### src/rtl/sub_seq_pkg.sv
// Shared types and sizing helpers for the slice-serial subtractor sequencer.
package sub_seq_pkg;

    localparam int SLICE_W = 4;

    typedef enum logic [1:0] {
        IDLE = 2'd0,
        RUN  = 2'd1,
        DONE = 2'd2
    } state_t;

    function automatic int slice_count(input int width);
        return width / SLICE_W;
    endfunction

    // Index counter needs at least one bit even for a single slice.
    function automatic int idx_width(input int nslice);
        return (nslice > 1) ? $clog2(nslice) : 1;
    endfunction

endpackage

### src/rtl/sub_seq_ctrl_slice.sv
// sub_slice4: combinational 4-bit ripple-borrow subtractor, d = x - y - c.
module sub_slice4 (
    input  logic [3:0] x,
    input  logic [3:0] y,
    input  logic       c,
    output logic [3:0] d,
    output logic       bo
);

    logic [4:0] chain_s;

    assign chain_s[0] = c;

    for (genvar i = 0; i < 4; i++) begin : g_bit
        assign d[i]           = x[i] ^ y[i] ^ chain_s[i];
        assign chain_s[i + 1] = (~x[i] & y[i]) | ((~x[i] | y[i]) & chain_s[i]);
    end

    assign bo = chain_s[4];

endmodule

### src/rtl/sub_seq_ctrl.sv
// Slice-serial WIDTH-bit subtractor (A - B - bin), one 4-bit slice per cycle.
// Optional macro SUB_SEQ_SAT_EN: saturate diff to zero when the result underflows.
module sub_seq_ctrl
    import sub_seq_pkg::*;
#(
    parameter int WIDTH  = 16,
    parameter int NSLICE = slice_count(WIDTH)
) (
    input  logic             clk,
    input  logic             rst_n,
    input  logic             in_valid,
    output logic             in_ready,
    input  logic [WIDTH-1:0] a,
    input  logic [WIDTH-1:0] b,
    input  logic             bin,
    output logic             out_valid,
    input  logic             out_ready,
    output logic [WIDTH-1:0] diff,
    output logic             bout,
    output logic             busy
);

    localparam int IDX_W = idx_width(NSLICE);

    state_t             state_r;
    state_t             state_nx_s;
    logic [IDX_W-1:0]   idx_r;
    logic               borrow_r;
    logic [WIDTH-1:0]   a_r;
    logic [WIDTH-1:0]   b_r;
    logic [WIDTH-1:0]   diff_r;
    logic               bout_r;
    logic               out_valid_r;
    logic               in_ready_r;
    logic               busy_r;
    logic               accept_s;
    logic               last_s;
    logic [SLICE_W-1:0] slice_d_s;
    logic               slice_bo_s;

    sub_slice4 u_slice (
        .x  (a_r[SLICE_W*idx_r +: SLICE_W]),
        .y  (b_r[SLICE_W*idx_r +: SLICE_W]),
        .c  (borrow_r),
        .d  (slice_d_s),
        .bo (slice_bo_s)
    );

    assign last_s = (idx_r == IDX_W'(NSLICE - 1));

    // State register.
    always_ff @(posedge clk or negedge rst_n) begin
        if (!rst_n) begin
            state_r <= IDLE;
        end else begin
            state_r <= state_nx_s;
        end
    end

    // Next-state decode and operand acceptance.
    always_comb begin
        state_nx_s = state_r;
        accept_s   = 1'b0;
        case (state_r)
            IDLE: begin
                if (in_valid && in_ready_r) begin
                    accept_s   = 1'b1;
                    state_nx_s = RUN;
                end else begin
                    state_nx_s = IDLE;
                end
            end
            RUN: begin
                if (last_s) begin
                    state_nx_s = DONE;
                end else begin
                    state_nx_s = RUN;
                end
            end
            DONE: begin
                if (out_ready) begin
                    state_nx_s = IDLE;
                end else begin
                    state_nx_s = DONE;
                end
            end
            default: begin
                state_nx_s = IDLE;
            end
        endcase
    end

    // Operand capture, per-slice result write-back and borrow chaining.
    always_ff @(posedge clk or negedge rst_n) begin
        if (!rst_n) begin
            a_r      <= {WIDTH{1'b0}};
            b_r      <= {WIDTH{1'b0}};
            borrow_r <= 1'b0;
            idx_r    <= {IDX_W{1'b0}};
            diff_r   <= {WIDTH{1'b0}};
            bout_r   <= 1'b0;
        end else begin
            case (state_r)
                IDLE: begin
                    if (accept_s) begin
                        a_r      <= a;
                        b_r      <= b;
                        borrow_r <= bin;
                        idx_r    <= {IDX_W{1'b0}};
                        diff_r   <= {WIDTH{1'b0}};
                        bout_r   <= 1'b0;
                    end
                end
                RUN: begin
                    diff_r[SLICE_W*idx_r +: SLICE_W] <= slice_d_s;
                    borrow_r                         <= slice_bo_s;
                    if (last_s) begin
                        // idx parks on the last slice so it never leaves range.
                        bout_r <= slice_bo_s;
`ifdef SUB_SEQ_SAT_EN
                        if (slice_bo_s) begin
                            diff_r <= {WIDTH{1'b0}};
                        end
`endif
                    end else begin
                        idx_r <= idx_r + IDX_W'(1);
                    end
                end
                DONE: begin
                    bout_r <= bout_r;
                end
                default: begin
                    idx_r <= {IDX_W{1'b0}};
                end
            endcase
        end
    end

    // Handshake flags registered from the next state so they track it exactly.
    always_ff @(posedge clk or negedge rst_n) begin
        if (!rst_n) begin
            in_ready_r  <= 1'b1;
            out_valid_r <= 1'b0;
            busy_r      <= 1'b0;
        end else begin
            in_ready_r  <= (state_nx_s == IDLE);
            out_valid_r <= (state_nx_s == DONE);
            busy_r      <= (state_nx_s != IDLE);
        end
    end

    assign in_ready  = in_ready_r;
    assign out_valid = out_valid_r;
    assign busy      = busy_r;
    assign diff      = diff_r;
    assign bout      = bout_r;

endmodule

### config.mk
export PLATFORM = sky130hd
export DESIGN_NAME = sub_seq_ctrl
export DESIGN_NICKNAME = d
export VERILOG_FILES = /design/src/rtl/sub_seq_pkg.sv /design/src/rtl/sub_seq_ctrl_slice.sv /design/src/rtl/sub_seq_ctrl.sv
export SDC_FILE = /design/constraint.sdc
export NUM_CORES = 1
export LEC_CHECK = 0
export CAP_MARGIN = 10
export CORE_MARGIN = 3
export CORE_UTILIZATION = 43
export DETAILED_ROUTE_END_ITERATION = 7
export DONT_BUFFER_PORTS = 1
export PLACE_DENSITY_LB_ADDON = 0.12
export SLEW_MARGIN = 40
export SYNTH_ARGS = -nofsm -noshare
export SYNTH_HDL_FRONTEND = slang
export SYNTH_HIERARCHICAL = 1
export SYNTH_SLANG_ARGS = --single-unit
### constraint.sdc
create_clock -name clk -period 7.62 [get_ports clk]
set_input_delay 0.762 -clock clk [delete_from_list [all_inputs] [get_ports clk]]
set_output_delay 0.762 -clock clk [all_outputs]
set_load 0.01 [all_outputs]
==> impl_metrics.ini, run 1 <==
; generated from flow reports
[synthesis]
syn-num-nets = 288
flop_cell = dfrtp_1
postSynthCellCount = 242
synth.avg_cell_area_um2 = 10.7
common_cells = 99 x nand2_1, 56 x dfrtp_1, 15 x a22o_1
ys.warnings.count = 6
synth_top_cell_by_count = nand2_1
async_reset_ff_share_pct = 100
ys_seq_share_pct = 55.1

[route]
viasPerCell = 5.20
vias = 1675
wire_per_inst_um = 16.5
dr.pass1.iters = 4

[critical_path]
crit_required_ns = 7.85
cp-endpoint = diff[3]$_DFFE_PN0P_
cp_max_fo = 16
cp_common_cell = fa_1
crit_start = idx_r[0]$_DFFE_PN0P_

[sta]
report.final.slew_viol_count = 0
setup_violations = 0
hold_viol = 0
fin_hold_ws_ns = 0.119
fin_ws_ns = 4.49

[floorplanning]
ioPinCount = 57
row_count = 27
initCoreUtil_pct = 45.6
chipArea_um2 = 6990

[place]
postPlaceCellArea_um2 = 2640
finalWeightedCongestion = 0.790
io_buffers = 0
dp_cells = 306

[power_and_ir_drop]
worst_ir_drop_vdd_uv = 197
p_seq_uw = 552
p_clk_share_pct = 21.5
power.group.top = combinational cells
finalPower_mw = 1.42
powerDensity_nw_per_um2 = 499
p_seq_share_pct = 38.8

[run]
warning_count = 30
maxCapViolations = 0

[layout]
area_delta_synth_final_pct = 10.1
final_cells = 322
drive_gt1_share_pct = 12.0
antenna_cells = 0

[outcome]
status = completed

[grt]
track_usage_pct = 16.6
antenna_found_initial = 0

[cts]
ctsRootBufferMaster = clkbuf_8
tritoncts = yes
-- run 1: cell families after synthesis --
kind of cell / Yosys count / synth area share [%]
multiplexers: 9 / 7.39
buffers and inverters: 24 / 4.15
flip-flops: 57 / 55.1
AND-OR/OR-AND: 26 / 8.31
AND/OR/NAND/NOR: 117 / 19.5
adder cells (fa/ha/maj): 9 / 5.51
-- run 1: area by class of cell --
class / instances / area [um^2]
sequential: 57 / 1430
clock inverter: 5 / 80.1
fill: 546 / 2820
timing repair buffer: 2 / 15.0
inverter: 14 / 52.6
clock buffer: 11 / 131
tap: 72 / 90.1
multi-input combinational: 161 / 1050
-- run 1: per-layer routing --
layer	part of all wire (%)	vias to the layer above	track usage [%]
met5	0	-	0
met1	44	806	21.6
met4	1.3	0	6.14
met2	48	47	25.7
li1	-	816	-
met3	6.1	6	5.63
Run 1, wires at chosen ports, followed through buffers:
Scale bar: 20 um.
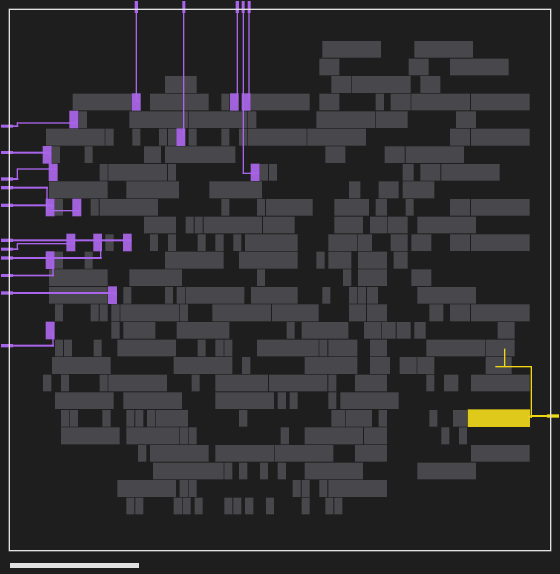
- purple: `a` (bits 16; direction input; edge 11 left, 5 top; end cells 16; buffers 0; wire 213 um)
- yellow: `in_ready` (bits 1; direction output; edge right; end cells 1; buffers 0; wire 19.1 um)

Run 1, close-up of the layout:
Scale bar: 10 um. Window x 27 to 57, y 27 to 57 um. Cells in gray, sequential cells in the stronger gray; small squares are vias.
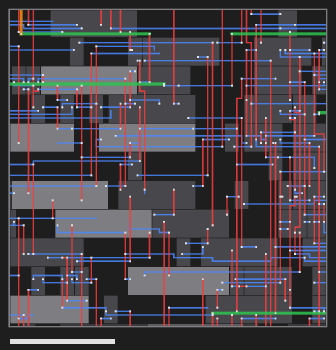
- orange: met4
- blue: met1
- red: met2
- green: met3
- netlist names of flops here include: `a_r` (3), `b_r` (2), `idx_r` (2)
- sequential cells in the window: 7
- most frequent: inv_1 (10), nand2_1 (9), dfrtp_1 (6)
- cells with their middle in the window: 48

Run 1, clock nets:
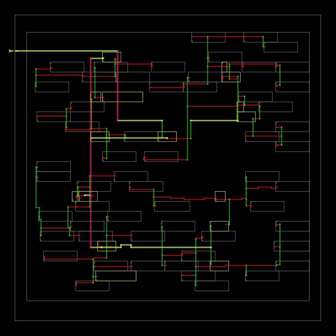
# clock sinks: 57
Clk power: 305 uW

==> inputs of run 2 (changes only) <==
clock period = 2.5 ns   (was 7.62 ns; I/O delays follow)
Run 2, close-up of the layout:
Scale bar: 10 um. Window x 27 to 57, y 27 to 57 um. Cells in gray, sequential cells in the stronger gray; small squares are vias.
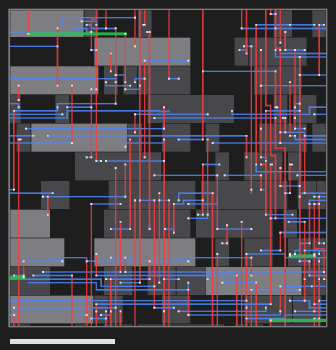
- blue: met1
- red: met2
- green: met3
- netlist names of flops here include: `a_r` (3), `b_r` (3), `idx_r` (2)
- cells with their middle in the window: 51
- sequential cells in the window: 8

Run 2, metal 1:
Supply wires on this layer in gray.
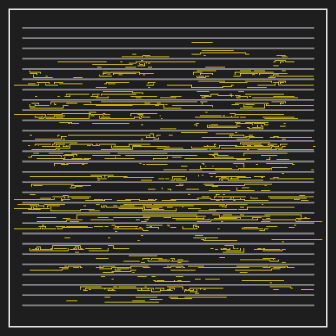
- main direction: horizontal
- share of all routed wire: 46%
- longest straight run: 31.7 um
Total Wirelength: 5530 um
met1 GRT Util: 23.6%
via count: 1722

Run 2, clock nets:
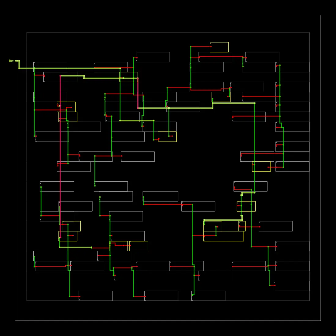
clock buffer count from CTS: 9
clk_lat worst skew: 0.33 ns
# clk buffers: 13
Clk power: 907 uW

==> impl_metrics.ini, run 2 <==
; generated from flow reports
[floorplanning]
row_count = 27
chipArea_um2 = 6990
initCoreUtil_pct = 45.6
ioPinCount = 57
tap_cells = 72

[run]
maxCapViolations = 0
warning_count = 33

[power_and_ir_drop]
finalPower_mw = 4.52
worst_ir_drop_vdd_uv = 630

[route]
dr.pass1.iters = 4
viasPerCell = 5.17
wl_met1_um = 2540
routed-wl-met2_um = 2610

[layout]
flops = 57
layout.area.comb_um2 = 1060
final_cells = 333
buf_share_pct = 4.29
area_delta_synth_final_pct = 14.9
signal_buffers = 14
sh_seq_area_pct = 48.0
antenna_cells = 0
comb_share_pct = 35.7
inverters = 14

[cts]
ctsRootBufferMaster = clkbuf_8
cts.sinks = 57

[place]
finalWeightedCongestion = 0.775
postPlaceCellArea_um2 = 2710

[grt]
met3_usage_pct = 6.02

[synthesis]
syn-num-nets = 288
synthTopLogicFamily = simple AND/OR/NAND/NOR gates
synth-compound-area-share_pct = 8.31
synth_top_cell_by_count = nand2_1
ys_sh_simple_pct = 19.5
synth-xor-area-share_pct = 0
ys_seq_share_pct = 55.1
postSynthCellCount = 242
ys.warnings.count = 6

[sta]
report.final.slew_viol_count = 0
setup_violations = 6
fin_ws_ns = -0.224
fin_hold_ws_ns = 0.0183
hold_viol = 0

[outcome]
status = finished with violations
violations = setup timing

[critical_path]
cp-endpoint = diff[3]$_DFFE_PN0P_
crit_required_ns = 2.72
cp_max_fo = 4
==> run 2: what timing repair did <==
action / 4_1_cts / 5_1_grt
endpoints found under the setup margin: 6 / 7
gates resized: 1 / 0
hold endpoints to repair: 57 / 0
hold buffers: 2 / 0
pin swaps: 2 / 0
setup buffers: 1 / 0
==> run 2: cells by family after synthesis <==
kind of cell	Yosys count
compound gates	26
fa+ha+maj	9
buf+inv	24
mux	9
flops	57
simple gates	117
==> run 2: where the power goes <==
| part | switching, mW | internal (mW) | total (mW) | leakage [nW] |
|---|---|---|---|---|
| sequential | 0.308 | 1.32 | 1.63 | 0.731 |
| combinational | 1.11 | 0.873 | 1.98 | 0.645 |
| clock | 0.345 | 0.562 | 0.907 | 0.112 |
| total | 1.76 | 2.76 | 4.52 | 1.49 |
==> inputs of run 3 (changes only) <==
CTS_CLUSTER_DIAMETER = 60   (was unset)
Run 3, wires at chosen ports, followed through buffers:
Scale bar: 20 um.
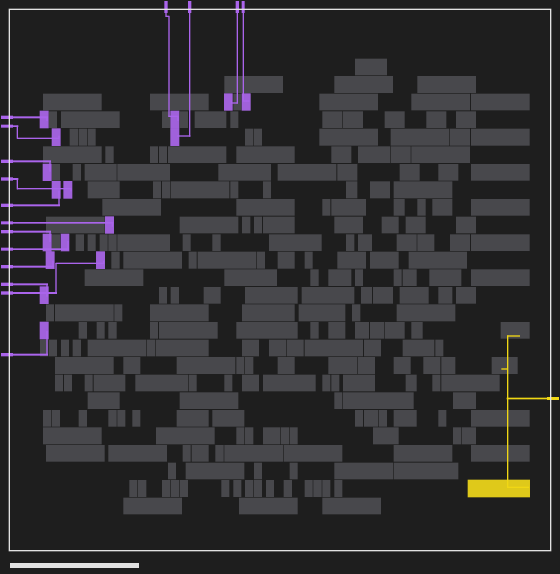
- purple: `a` (bits 16; direction input; edge 12 left, 4 top; end cells 16; buffers 0; wire 187 um)
- yellow: `in_ready` (bits 1; direction output; edge right; end cells 1; buffers 0; wire 35.6 um)

Run 3, close-up of the layout:
Scale bar: 10 um. Window x 27 to 57, y 27 to 57 um. Cells in gray, sequential cells in the stronger gray; small squares are vias.
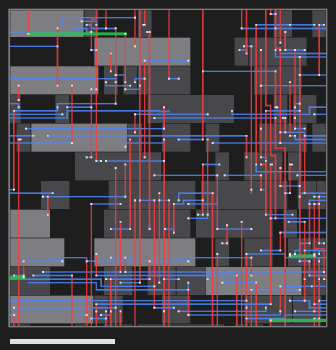
- red: met2
- green: met3
- blue: met1
- cells with their middle in the window: 51
- sequential cells in the window: 8
- netlist names of flops here include: `a_r` (3), `b_r` (3), `idx_r` (2)

Run 3, clock nets:
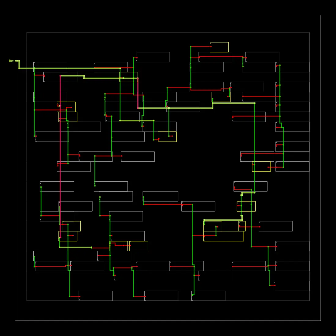
Flop Count: 57
Final Skew: 0.00380 ns

==> impl_metrics.ini, run 3 <==
; generated from flow reports
[synthesis]
ys_seq_share_pct = 55.1
synth-compound-area-share_pct = 8.31
flop_cell = dfrtp_1
synthTopLogicFamily = simple AND/OR/NAND/NOR gates
async_reset_ff_share_pct = 100
yosysUniqueCellTypes = 34
synth_top_cell_by_count = nand2_1
synth-xor-area-share_pct = 0
netlist_area_um2 = 2590
postSynthCellCount = 242
ys_sh_simple_pct = 19.5
yosysChipArea_um2 = 2590
ys.warnings.count = 6
syn-num-nets = 288

[layout]
num-nets-final = 303
final_cells = 333
area_delta_synth_final_pct = 14.9
fin_area_um2 = 2980

[cts]
tritoncts = yes
ctsRootBufferMaster = clkbuf_8
cts_buffers = 9
cts.sinks = 57
worstSkewPairLatency_ns = 0.33

[route]
routed-wl-met2_um = 2610
wl_met1_um = 2540
wirelength_um = 5530
wl_met3_um = 327
viasPerCell = 5.17
drt_drc_violations_left = 0
vias = 1722
dr.pass1.iters = 4

[power_and_ir_drop]
power.group.top = combinational cells
switching_share_pct = 39.0
p_clk_uw = 907
p_seq_share_pct = 36.1
worst_ir_drop_vdd_uv = 630
p_switching_mw = 1.76
p_int_mw = 2.76
p_comb_share_pct = 43.8
p_clk_share_pct = 20.1
finalPower_mw = 4.52
powerDensity_nw_per_um2 = 1520
comb-power_mw = 1.98
p_seq_mw = 1.63

[run]
warning_count = 33
maxCapViolations = 0

[floorplanning]
ioPinCount = 57
chipArea_um2 = 6990
row_count = 27

[sta]
hold_viol = 0
fin_hold_ws_ns = 0.0183
fin_ws_ns = -0.224
report.final.slew_viol_count = 0
setup_violations = 6

[critical_path]
arrival_ns = 2.95
crit_required_ns = 2.72
reg2reg_to = diff[3]$_DFFE_PN0P_
start_kind = flip-flop
cp_max_fo = 4
cp-endpoint = diff[3]$_DFFE_PN0P_
r2r_start = idx_r[0]$_DFFE_PN0P_

[grt]
met3_usage_pct = 6.02
grt_max_degree = 58
grt_util_met1_pct = 23.6

[place]
dp_slack_ns = -0.294
finalWeightedCongestion = 0.775
io_buffers = 0
postPlaceCellArea_um2 = 2710

[outcome]
violations = setup timing
status = finished with violations
## run 3: cell counts after synthesis
No cell type changed its count.
## run 3: final cells by class
| cell class | instances | area (um^2) | share of cell area, % |
|---|---|---|---|
| multi-input combinational | 161 | 1060 | 35.7 |
| timing repair buffer | 14 | 128 | 4.29 |
| inverter | 14 | 52.6 | 1.77 |
| tap | 72 | 90.1 | 3.03 |
| clock inverter | 2 | 35.0 | 1.18 |
| clock buffer | 13 | 179 | 6.01 |
| sequential | 57 | 1430 | 48.0 |
## run 3: what timing repair did
item,4_1_cts,5_1_grt
endpoints found under the hold margin,57,0
setup endpoints to repair,6,7
buffers inserted,1,0
pin swaps,2,0
hold buffers,2,0
gates resized,1,0
No activity file was given, so power comes from the tool's default toggle rates.
